[src/rtl/mealy_sched_pkg.sv]
// Shared definitions for the serial Mealy detector scheduler: state encoding
// and the expected pulse count for a word.
package mealy_sched_pkg;

  typedef enum logic [2:0] {
    IDLE  = 3'd0,
    CLR   = 3'd1,
    PREP  = 3'd2,
    SHIFT = 3'd3,
    DRAIN = 3'd4,
    DONE  = 3'd5
  } sched_state_t;

  // The detector fires on every odd-numbered 1, so the count is ceil(ones/2).
  function automatic int exp_count(input logic [31:0] word, input int width);
    int ones;
    ones = 0;
    for (int i = 0; i < width && i < 32; i++) begin
      ones += int'(word[i]);
    end
    return (ones + 1) / 2;
  endfunction

endpackage

[src/rtl/rr_arbiter.sv]
// Round-robin pick: the first asserted request at or after ptr, wrapping.
// Purely combinational; the pointer register belongs to the parent.
module rr_arbiter #(
  parameter int N_REQ = 4,
  parameter int ID_W  = $clog2(N_REQ)
) (
  input  logic [N_REQ-1:0] req,
  input  logic [ID_W-1:0]  ptr,
  output logic [N_REQ-1:0] gnt,
  output logic [ID_W-1:0]  idx,
  output logic             any
);

  localparam int SW = ID_W + 1;

  logic [SW-1:0]   sum;
  logic [ID_W-1:0] sel;

  always_comb begin
    gnt = '0;
    idx = '0;
    any = 1'b0;
    sum = '0;
    sel = '0;
    for (int i = 0; i < N_REQ; i++) begin
      sum = {1'b0, ptr} + SW'(i);
      if (sum >= SW'(N_REQ)) sum = sum - SW'(N_REQ);
      sel = sum[ID_W-1:0];
      if (!any && req[sel]) begin
        any      = 1'b1;
        gnt[sel] = 1'b1;
        idx      = sel;
      end
    end
  end

endmodule

[src/rtl/mealy_serial_arbiter.sv]
// Shares one serial Mealy detector among N_REQ requesters: grants round-robin,
// shifts the granted word in MSB-first and reports the detector pulse count.
//
// state | meaning
// IDLE  | waiting for a request; arbitrate and latch word/index
// CLR   | detector held in reset for one cycle
// PREP  | detector leaves idle
// SHIFT | WORD_W data bits driven on det_din
// DRAIN | last det_dout sample taken
// DONE  | result strobe with done_id and match_cnt
module mealy_serial_arbiter
  import mealy_sched_pkg::*;
#(
  parameter int N_REQ  = 4,
  parameter int WORD_W = 8,
  parameter int ID_W   = $clog2(N_REQ),
  parameter int CNT_W  = $clog2(WORD_W + 1)
) (
  input  logic                    clk,
  input  logic                    rst,
  input  logic [N_REQ-1:0]        req,
  input  logic [N_REQ*WORD_W-1:0] req_data,
  output logic [N_REQ-1:0]        gnt,
  output logic                    det_rst,
  output logic                    det_din,
  input  logic                    det_dout,
  output logic                    done,
  output logic [ID_W-1:0]         done_id,
  output logic [CNT_W-1:0]        match_cnt
);

  localparam logic [CNT_W-1:0] CNT_MAX  = {CNT_W{1'b1}};
  localparam logic [CNT_W-1:0] LAST_BIT = CNT_W'(WORD_W - 1);

  sched_state_t      state_q, state_d;
  logic [ID_W-1:0]   ptr_q, ptr_d, idx_q, idx_d;
  logic [WORD_W-1:0] word_q, word_d;
  logic [CNT_W-1:0]  bit_q, bit_d, cnt_q, cnt_d, cnt_inc;
  logic [N_REQ-1:0]  gnt_d;
  logic              det_rst_d, det_din_d, done_d;
  logic [ID_W-1:0]   done_id_d;
  logic [CNT_W-1:0]  match_cnt_d;

  logic [N_REQ-1:0]  arb_gnt;
  logic [ID_W-1:0]   arb_idx;
  logic              arb_any;
  logic [WORD_W-1:0] words [N_REQ];

  for (genvar g = 0; g < N_REQ; g++) begin : g_words
    assign words[g] = req_data[g*WORD_W +: WORD_W];
  end

  rr_arbiter #(.N_REQ(N_REQ), .ID_W(ID_W)) u_arb (
    .req (req),
    .ptr (ptr_q),
    .gnt (arb_gnt),
    .idx (arb_idx),
    .any (arb_any)
  );

  // Saturating increment guards against a detector that pulses too often.
  assign cnt_inc = (cnt_q == CNT_MAX) ? cnt_q : cnt_q + 1'b1;

  always_comb begin
    state_d     = state_q;
    ptr_d       = ptr_q;
    idx_d       = idx_q;
    word_d      = word_q;
    bit_d       = bit_q;
    cnt_d       = cnt_q;
    gnt_d       = gnt;
    det_rst_d   = 1'b0;
    det_din_d   = 1'b0;
    done_d      = 1'b0;
    done_id_d   = done_id;
    match_cnt_d = match_cnt;
    unique case (state_q)
      IDLE: begin
        if (arb_any) begin
          state_d   = CLR;
          word_d    = words[arb_idx];
          idx_d     = arb_idx;
          gnt_d     = arb_gnt;
          ptr_d     = (arb_idx == ID_W'(N_REQ - 1)) ? '0 : arb_idx + 1'b1;
          cnt_d     = '0;
          bit_d     = '0;
          det_rst_d = 1'b1;
        end
      end
      CLR: state_d = PREP;
      PREP: begin
        state_d   = SHIFT;
        det_din_d = word_q[WORD_W-1];
        word_d    = word_q << 1;
      end
      SHIFT: begin
        // det_dout lags det_din by one cycle, so the first SHIFT cycle has nothing to sample.
        if (bit_q != '0 && det_dout) cnt_d = cnt_inc;
        if (bit_q == LAST_BIT) begin
          state_d = DRAIN;
        end else begin
          det_din_d = word_q[WORD_W-1];
          word_d    = word_q << 1;
          bit_d     = bit_q + 1'b1;
        end
      end
      DRAIN: begin
        state_d     = DONE;
        done_d      = 1'b1;
        done_id_d   = idx_q;
        match_cnt_d = det_dout ? cnt_inc : cnt_q;
      end
      DONE: begin
        state_d = IDLE;
        gnt_d   = '0;
      end
      default: state_d = IDLE;
    endcase
  end

  always_ff @(posedge clk or negedge rst) begin
    if (!rst) begin
      state_q   <= IDLE;
      ptr_q     <= '0;
      idx_q     <= '0;
      word_q    <= '0;
      bit_q     <= '0;
      cnt_q     <= '0;
      gnt       <= '0;
      det_rst   <= 1'b1;
      det_din   <= 1'b0;
      done      <= 1'b0;
      done_id   <= '0;
      match_cnt <= '0;
    end else begin
      state_q   <= state_d;
      ptr_q     <= ptr_d;
      idx_q     <= idx_d;
      word_q    <= word_d;
      bit_q     <= bit_d;
      cnt_q     <= cnt_d;
      gnt       <= gnt_d;
      det_rst   <= det_rst_d;
      det_din   <= det_din_d;
      done      <= done_d;
      done_id   <= done_id_d;
      match_cnt <= match_cnt_d;
    end
  end

endmodule

[config.mk]
export PLATFORM = sky130hd
export DESIGN_NAME = mealy_serial_arbiter
export DESIGN_NICKNAME = d
export VERILOG_FILES = /design/src/rtl/mealy_sched_pkg.sv /design/src/rtl/rr_arbiter.sv /design/src/rtl/mealy_serial_arbiter.sv
export SDC_FILE = /design/constraint.sdc
export NUM_CORES = 1
export LEC_CHECK = 0
export CAP_MARGIN = 20
export CORE_AREA = 3 3 113 61
export CTS_CLUSTER_SIZE = 10
export DETAILED_ROUTE_END_ITERATION = 10
export DIE_AREA = 0 0 116 64
export PLACE_DENSITY_LB_ADDON = 0.1
export SYNTH_ARGS = -nofsm -noshare
export SYNTH_HDL_FRONTEND = slang
export SYNTH_SLANG_ARGS = --single-unit
[constraint.sdc]
create_clock -name clk -period 3 [get_ports clk]
set_clock_uncertainty 0.05 [all_clocks]
set_input_delay 0.45 -clock clk [delete_from_list [all_inputs] [get_ports clk]]
set_output_delay 0.45 -clock clk [all_outputs]
set_load 0.05 [all_outputs]
**Run 1: gate families picked out**

Scale bar: 20 um.
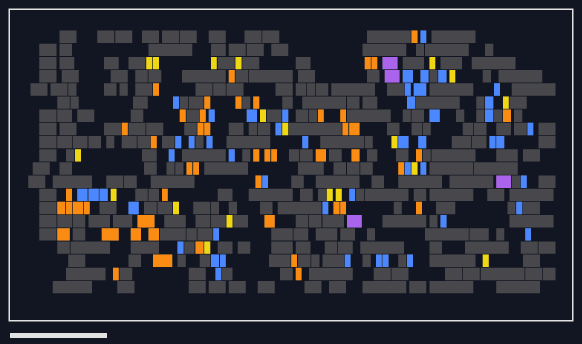
legend:
  xor and xnor cells:
    colour: purple
    cells: 4
  nand cells:
    colour: blue
    cells: 49
  nor cells:
    colour: orange
    cells: 49
  inv cells:
    colour: yellow
    cells: 19

**Run 1: sizing map**

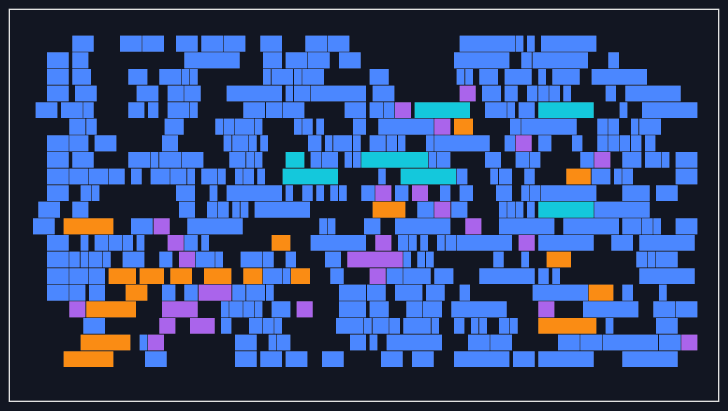
legend:
  x2:
    colour: orange
    cells: 18
  x1 and smaller:
    colour: blue
    cells: 338
    most_used: clkdlybuf4s50_1
  x6 and larger:
    colour: cyan
    cells: 7
    most_used: clkbuf_16
  x3 and x4:
    colour: purple
    cells: 25
    most_used: buf_4

**Run 1: routing congestion**

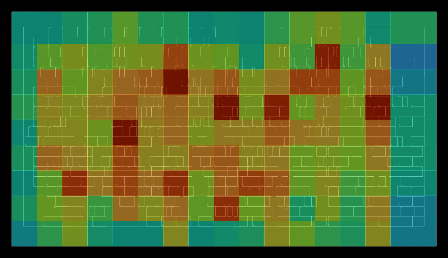
GRT met3 Usage: 4.26%
Most Crowded Layer GR: met1
total track usage: 22.8%
met2 usage: 33.2%

==> reports/summary.txt, run 1 <==
Final Hold Fails = 0
Commonest Layout Cell = clkdlybuf4s50_1
Synth Seq Share = 31.8%
Fa+ha+maj area frac = 4.41%
Postcts setup bufs = 0
Detail Placement HPWL = 6050 um
Critical Path Stages = 8
H-tree Lvls = 2
WL met2 = 3510 um
Clk network pwr share = 14.5%
Vias/cell = 6.07
Logic power comb = 2740 uW
Worst-path cell chain = inv_1 > ha_4 > mux4_2 > buf_4 > o211ai_2 > nand2_1 > a221oi_1 > a211oi_1
Main synth FF type = dfrtp_1
Critical Path AT = 2.89 ns
Seq pwr share = 19.8%
EDFF count, synth = 0
Seq area share = 24.6%
Post-route setup slack = 0.208 ns
Sequential logic power = 829 uW
Vias in the first global route = 2705
Place WS = 0.0109 ns
I/O Pins = 52
Worst VDD drop = 0.480 mV
Flops = 36
Hold_sp = idx_q[1]
Net Sw Frac = 47.9%
Die height = 64 um
Cts hold-fix bufs = 0
Logic pwr share = 65.7%
Psw = 2000 uW
Via Count = 2821
Worst R2R Path Depth = 8
Mux area share = 10.0%
Max FFs per register = 8
Status = finished, final reports clean
Pint = 2180 uW
Initial antenna violation count = 0
Hold path depth = 2
RSZ-0062 raised after global routing = no
Met3 Wirelength = 624 um
Final instance area = 3660 um2
Met1 usage = 34.9%
Area of the core = 5960 um2
Max-slew violation count = 0
Leak = 0.00159 uW
Top cell type's share of synthesized area = 30.8%
Clock buffer depth = 2
==> run 2, diff against run 1 <==
==> constraint.sdc (replaced) <==
create_clock -name clk -period 2.55 [get_ports clk]
set_clock_uncertainty 0.05 [all_clocks]
set_input_delay 0.3825 -clock clk [delete_from_list [all_inputs] [get_ports clk]]
set_output_delay 0.3825 -clock clk [all_outputs]
set_load 0.05 [all_outputs]
**Run 2: sizing map**

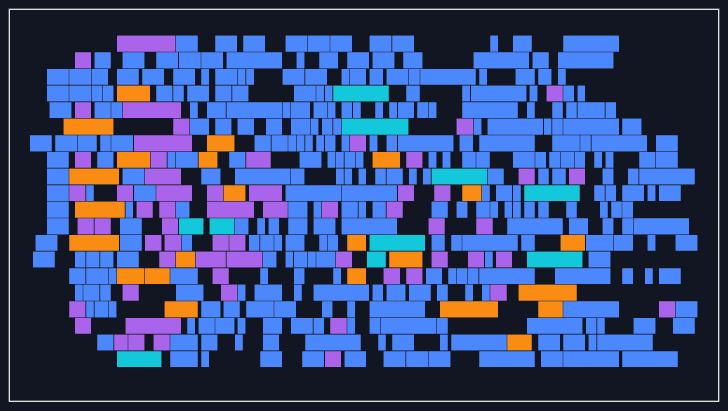
legend:
  x6 and larger:
    colour: cyan
    cells: 10
    most_used: clkbuf_16
  x1 and smaller:
    colour: blue
    cells: 324
    most_used: clkdlybuf4s50_1
  x3 and x4:
    colour: purple
    cells: 60
    most_used: buf_4
  x2:
    colour: orange
    cells: 23

==> run 2 against run 1 <==
Against the previous run:
- the run now ends with negative setup slack left
- non-clock buffer count is 29 higher
- clock-buffer cell count stayed put
- critical path depth did not move
- worst setup slack got worse by 0.24 ns
- final cell count increased by 6.2%
- via count grew 3.9%
- clock power is 19% higher
- critical endpoint is now word_q[7]
- largest cell class unchanged
==> reports/summary.txt, run 2 <==
Worst VDD drop = 0.601 mV (was 0.480 mV)
Place WS = -0.258 ns (was 0.0109 ns)
Max-slew violation count = 0 (unchanged)
Clk network pwr share = 12.8% (was 14.5%)
Vias/cell = 5.94 (was 6.07)
Logic pwr share = 69.5% (was 65.7%)
Post-route setup slack = -0.0301 ns (was 0.208 ns)
Met2 usage = 34.2% (was 33.2%)
Final instance area = 4030 um2 (was 3660 um2)
WL met2 = 3800 um (was 3510 um)
Vias in the first global route = 2735 (was 2705)
Area of the core = 5960 um2 (unchanged)
Synth Seq Share = 31.8% (unchanged)
Total track usage = 22.8% (about the same)
Main synth FF type = dfrtp_1 (unchanged)
Seq area share = 22.4% (was 24.6%)
Failing checks = negative setup slack
Psw = 2600 uW (was 2000 uW)
Final setup violation count = 2 (was 0)
Commonest Layout Cell = clkdlybuf4s50_1 (unchanged)
Pint = 3030 uW (was 2180 uW)
Logic power comb = 3910 uW (was 2740 uW)
Status = complete, but fails checks (was finished, final reports clean)
Worst-path cell chain = inv_4 > ha_4 > mux4_2 > buf_6 > o211ai_4 > nand2_4 > a221oi_4 > a211oi_2 (was inv_1 > ha_4 > mux4_2 > buf_4 > o211ai_2 > nand2_1 > a221oi_1 > a211oi_1)
==> run 3, diff against run 2 <==
--- a/config.mk
+++ b/config.mk
@@ -6,11 +6,13 @@
 export NUM_CORES = 1
 export LEC_CHECK = 0
 export CAP_MARGIN = 20
-export CORE_AREA = 3 3 113 61
+export CORE_AREA = 3 3 106 57
 export CTS_CLUSTER_SIZE = 10
 export DETAILED_ROUTE_END_ITERATION = 10
-export DIE_AREA = 0 0 116 64
+export DIE_AREA = 0 0 109 60
 export PLACE_DENSITY_LB_ADDON = 0.1
+export SETUP_SLACK_MARGIN = 0.4
 export SYNTH_ARGS = -nofsm -noshare
 export SYNTH_HDL_FRONTEND = slang
+export SYNTH_HIERARCHICAL = 1
 export SYNTH_SLANG_ARGS = --single-unit
**Run 3: sizing map**

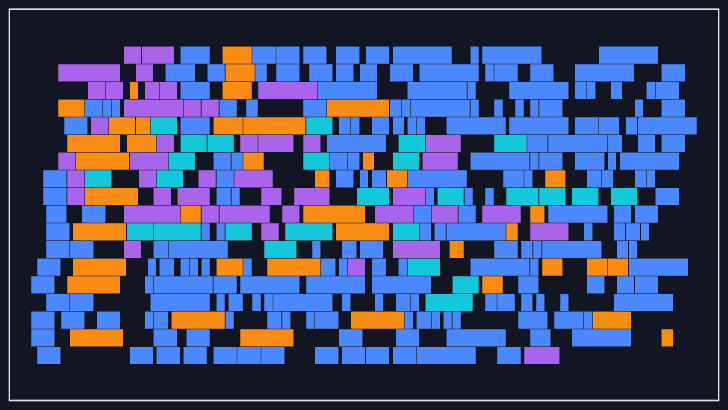
legend:
  x1 and smaller:
    colour: blue
    cells: 211
    most_used: clkdlybuf4s50_1
  x6 and larger:
    colour: cyan
    cells: 26
    most_used: buf_6
  x3 and x4:
    colour: purple
    cells: 44
    most_used: buf_4
  x2:
    colour: orange
    cells: 40
    most_used: mux4_2

==> run 3 against run 2 <==
Against the previous run:
- critical path type unchanged
- hold slack worse by 0.30 ns
- die area down 12%
- first-iteration DRC count fell by 81%
- total power decreased by 9.1%
- synthesized area shrank 17%
- largest power group unchanged
- the flow still finishes with violations (negative setup slack)
- fmax fell by 4.8%
- final cell count fell by 21%
- sequential share of layout area up 2.8 points
- combinational power decreased by 6.9%
==> reports/summary.txt, run 3 <==
Status = complete, but fails checks (unchanged)
Failing checks = negative setup slack (unchanged)
WL/cell = 15.7 um (was 17.1 um)
Floorplan core density = 47.1% (was 47.7%)
Seq pwr share = 20.9% (was 17.7%)
Met1 usage = 24.6% (was 33.6%)
Initial antenna violation count = 0 (unchanged)
Critical Path Stages = 9 (was 8)
Final Hold Fails = 0 (unchanged)
Main synth FF type = dfrtp_1 (unchanged)
Logic power comb = 3640 uW (was 3910 uW)
Area of the core = 5020 um2 (was 5960 um2)
Top cell type's share of synthesized area = 37.1% (was 30.8%)
Pint = 2920 uW (was 3030 uW)
Final instance area = 3590 um2 (was 4030 um2)
Commonest Layout Cell = clkdlybuf4s50_1 (unchanged)
Sequential logic power = 1070 uW (was 996 uW)
Worst-path cell chain = buf_12 > mux4_2 > buf_6 > nor4b_4 > nor2_2 > a32o_2 > buf_6 > buf_6 > mux2_4 (was inv_4 > ha_4 > mux4_2 > buf_6 > o211ai_4 > nand2_4 > a221oi_4 > a211oi_2)
Cts hold-fix bufs = 0 (unchanged)
Critical Path AT = 2.83 ns (was 2.69 ns)
Final setup violation count = 16 (was 2)
Synth Seq Share = 38.2% (was 31.8%)
Top cells excl fill/tap = 49 x clkdlybuf4s50_1, 37 x nand2_1, 33 x dfrtp_1 (was 51 x clkdlybuf4s50_1, 46 x buf_4, 35 x nor2_1)
Via Count = 2135 (was 2932)
Detail Placement HPWL = 4160 um (was 6250 um)
Vias in the first global route = 2091 (was 2735)
Postcts setup bufs = 8 (was 0)
Clk network pwr share = 8.0% (was 12.8%)
Comb area leader = simple AND/OR/NAND/NOR gates (was AND-OR/OR-AND gates)
Max FFs per register = 8 (unchanged)
Post-Route Utilization = 71.4% (was 67.6%)
Leak = 0.00155 uW (was 0.00177 uW)
Net Sw Frac = 43.0% (was 46.2%)
EDFF count, synth = 0 (unchanged)
CTS tree = yes (unchanged)
Seq area share = 25.2% (was 22.4%)
Mux area share = 16.5% (was 10.0%)
Total track usage = 19.5% (was 22.8%)
WL met2 = 3140 um (was 3800 um)
Met3 Wirelength = 179 um (was 601 um)
Worst R2R Path Depth = 9 (was 8)
RSZ-0062 raised after global routing = yes (unchanged)
Vias/cell = 5.46 (was 5.94)
Met2 usage = 35.6% (was 34.2%)
GRT met3 Usage = 3.45% (was 4.73%)
Psw = 2200 uW (was 2600 uW)
Post-route setup slack = -0.159 ns (was -0.0301 ns)
Most Crowded Layer GR = met2 (unchanged)
Die height = 60 um (was 64 um)
Power figures rest on the tool's default switching activity, not on a simulated workload.
